File: src/rtl/gate_settle_timer.sv
// Settle down-counter: load arms it with SETTLE-1, expire_c fires on the
// enabled cycle where the count has reached zero.
module gate_settle_timer #(
    parameter int unsigned SETTLE = 4
) (
    input  logic clk,
    input  logic rst,
    input  logic load,
    input  logic en,
    output logic expire_c
);

    localparam int unsigned CW = (SETTLE > 1) ? $clog2(SETTLE) : 1;
    localparam logic [CW-1:0] LOAD_VAL = CW'(SETTLE - 1);

    logic [CW-1:0] count_q, count_d;

    always_comb begin
        count_d = count_q;
        if (load) begin
            count_d = LOAD_VAL;
        end else if (en && (count_q != '0)) begin
            count_d = count_q - CW'(1);
        end
    end

    assign expire_c = en && (count_q == '0);

    always_ff @(posedge clk) begin
        if (rst) begin
            count_q <= '0;
        end else begin
            count_q <= count_d;
        end
    end

endmodule

File: config.mk
export PLATFORM = sky130hd
export DESIGN_NAME = gate_settle_timer
export DESIGN_NICKNAME = d
export VERILOG_FILES = /design/src/rtl/gate_settle_timer.sv
export SDC_FILE = /design/constraint.sdc
export NUM_CORES = 1
export LEC_CHECK = 0
export ABC_AREA = 0
export CORE_AREA = 10 10 47 49
export CTS_CLUSTER_SIZE = 16
export DETAILED_ROUTE_END_ITERATION = 8
export DIE_AREA = 0 0 57 59
export PLACE_DENSITY = 0.38
export SETUP_SLACK_MARGIN = 0.1
export SLEW_MARGIN = 20
export SYNTH_ARGS = -nofsm -noshare
export SYNTH_HDL_FRONTEND = slang
export SYNTH_SLANG_ARGS = --single-unit
export TNS_END_PERCENT = 5
File: constraint.sdc
create_clock -name clk -period 1 [get_ports clk]
set_input_delay 0.25 -clock clk [delete_from_list [all_inputs] [get_ports clk]]
set_output_delay 0.25 -clock clk [all_outputs]
set_load 0.05 [all_outputs]
==> run_results.csv <==
group,metric,value,unit
clock_network,clkSinkCount,2,
detailed_routing,wl_met3,44,µm
critical_path,worstRegToRegCells,5,
layout,instances_no_fill,38,
final_timing,min_period,1.26,ns
logic_synthesis,netlist_instances,13,
final_timing,setup_viol,3,
final_timing,clock.fmax,793,MHz
layout,clock_area_share,8.82,%
worst_hold_path,hp-class,"flop to flop",
place,dp_slack,-0.340,ns
clock_network,cts_tree,"built",
clock_network,cts_max_level,1,
final_timing,setup_ws,-0.260,ns
detailed_routing,drc,0,
critical_path,crit_path_max_fanout,2,
pwr,power,0.000376,W
layout,mi_logic_area,98.8,µm²
layout,antenna_cells,0,
critical_path,r2r_end,"count_q[0]",
run_status,failed_checks,"negative setup slack",
pwr,leakagePower,0.107,nW
place,dpl_cell_area,216,µm²
floorplan,die_h,59,µm
layout,regMostFlops,"count_q",
clock_network,numCtsBuffers,3,
floorplan,dieArea,3360,µm²
final_timing,hold_viol,0,
critical_path,path_buffers,2,
detailed_routing,drt_iter0_drc,1,
logic_synthesis,ys_warn_count,0,
final_timing,tns,-0.579,ns
detailed_routing,wl_per_cell,9.11,µm
layout,non_clock_buffer_count,6,
final_timing,tightest_slew,0.149,ns
global_route,grt_first_pass_wirelength,572,µm
global_route,grt_max_degree,5,
logic_synthesis,synthArstFlopShare,0,%
run_status,status,"complete, but fails checks",
pwr,power_density,1470,nW/µm²
-- cell families (layout without fill, tap and decap cells) --
kind of cell | after synthesis | count (layout) | synth area share [%]
simple gates | 6 | 6 | 38.8
fa+ha+maj | 1 | 1 | 10.2
compound gates | 2 | 2 | 12.2
buf+inv | 2 | 11 | 6.12
flops | 2 | 2 | 32.7
-- layer usage --
| metal | vias up | track usage (%) |
|---|---|---|
| li1 | 65 | - |
| met1 | 59 | 2.47 |
| met2 | 5 | 2.02 |
| met3 | 0 | 2.79 |
| met4 | 0 | 4.03 |
| met5 | - | 0 |
-- report_power, final --
group	internal, W	switching (W)
sequential	0.0000902	0.00000538
combinational	0.0000593	0.0000452
clock	0.000132	0.0000434
total	0.000282	0.0000940
Signal metal coverage by tile:
The bar under the picture is 20 µm long. 11 x 12 tiles, from white (low) to dark blue (high), scaled to the fullest tile. Values are wire area over tile area, all layers added.
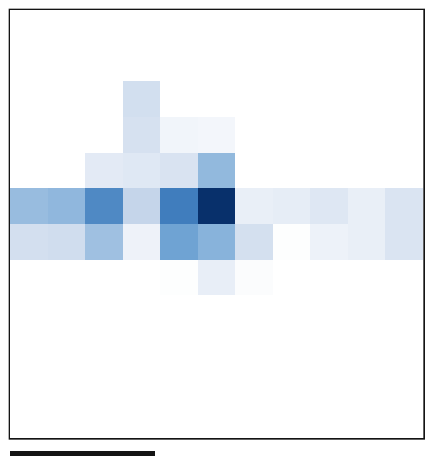
- tiles over half the peak: 3.0%
- mean over tiles: 0.017
- fullest tile: 0.29
- densest ninth of the die: centre
- nearly empty tiles: 77%
final WL: 346 µm
via count: 129

Cells coloured by class:
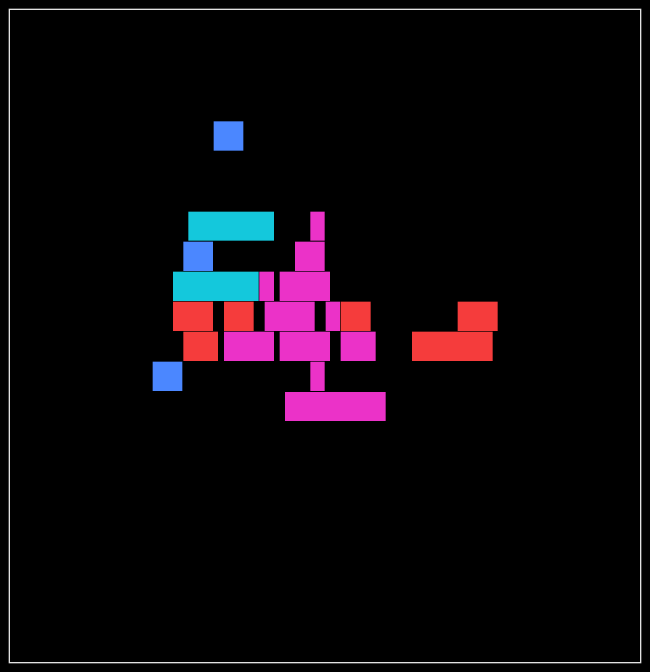
- red: other buffers and delay cells (cells 6; share of their area 27%)
- cyan: flops (cells 2; share of their area 18%)
- magenta: combinational and other logic (cells 11; share of their area 45%)
- blue: clock drivers (cells 3; share of their area 9.6%)
Final Cell Area: 255 µm²
Rows: 14
Final Util: 18.2%
sequential cell area share: 16.7%
CORE AREA: 1400 µm²

Routed clock nets over the placement:
The bar under the picture is 20 µm long.
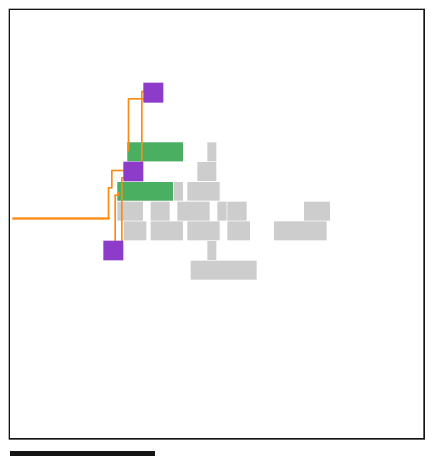
- orange: clock wires (length 66.0 µm)
- green: flip-flops (count 2)
- purple: clock drivers (count 3)
- routed clock nets: 4
worst skew pair latency: 0.22 ns
clock network fraction of total power: 46.7%
clk_skew: 0.000700 ns

Nets reached from selected ports:
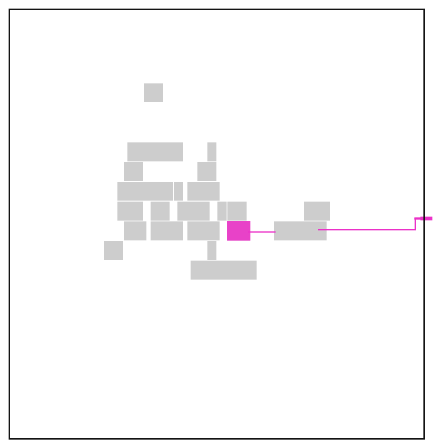
- magenta: `expire_c` (direction output; edge right; end cells 1; wire 19.2 µm)
IO buf count: 4
I/O pin count: 5

Power and IR drop assume default switching activity.
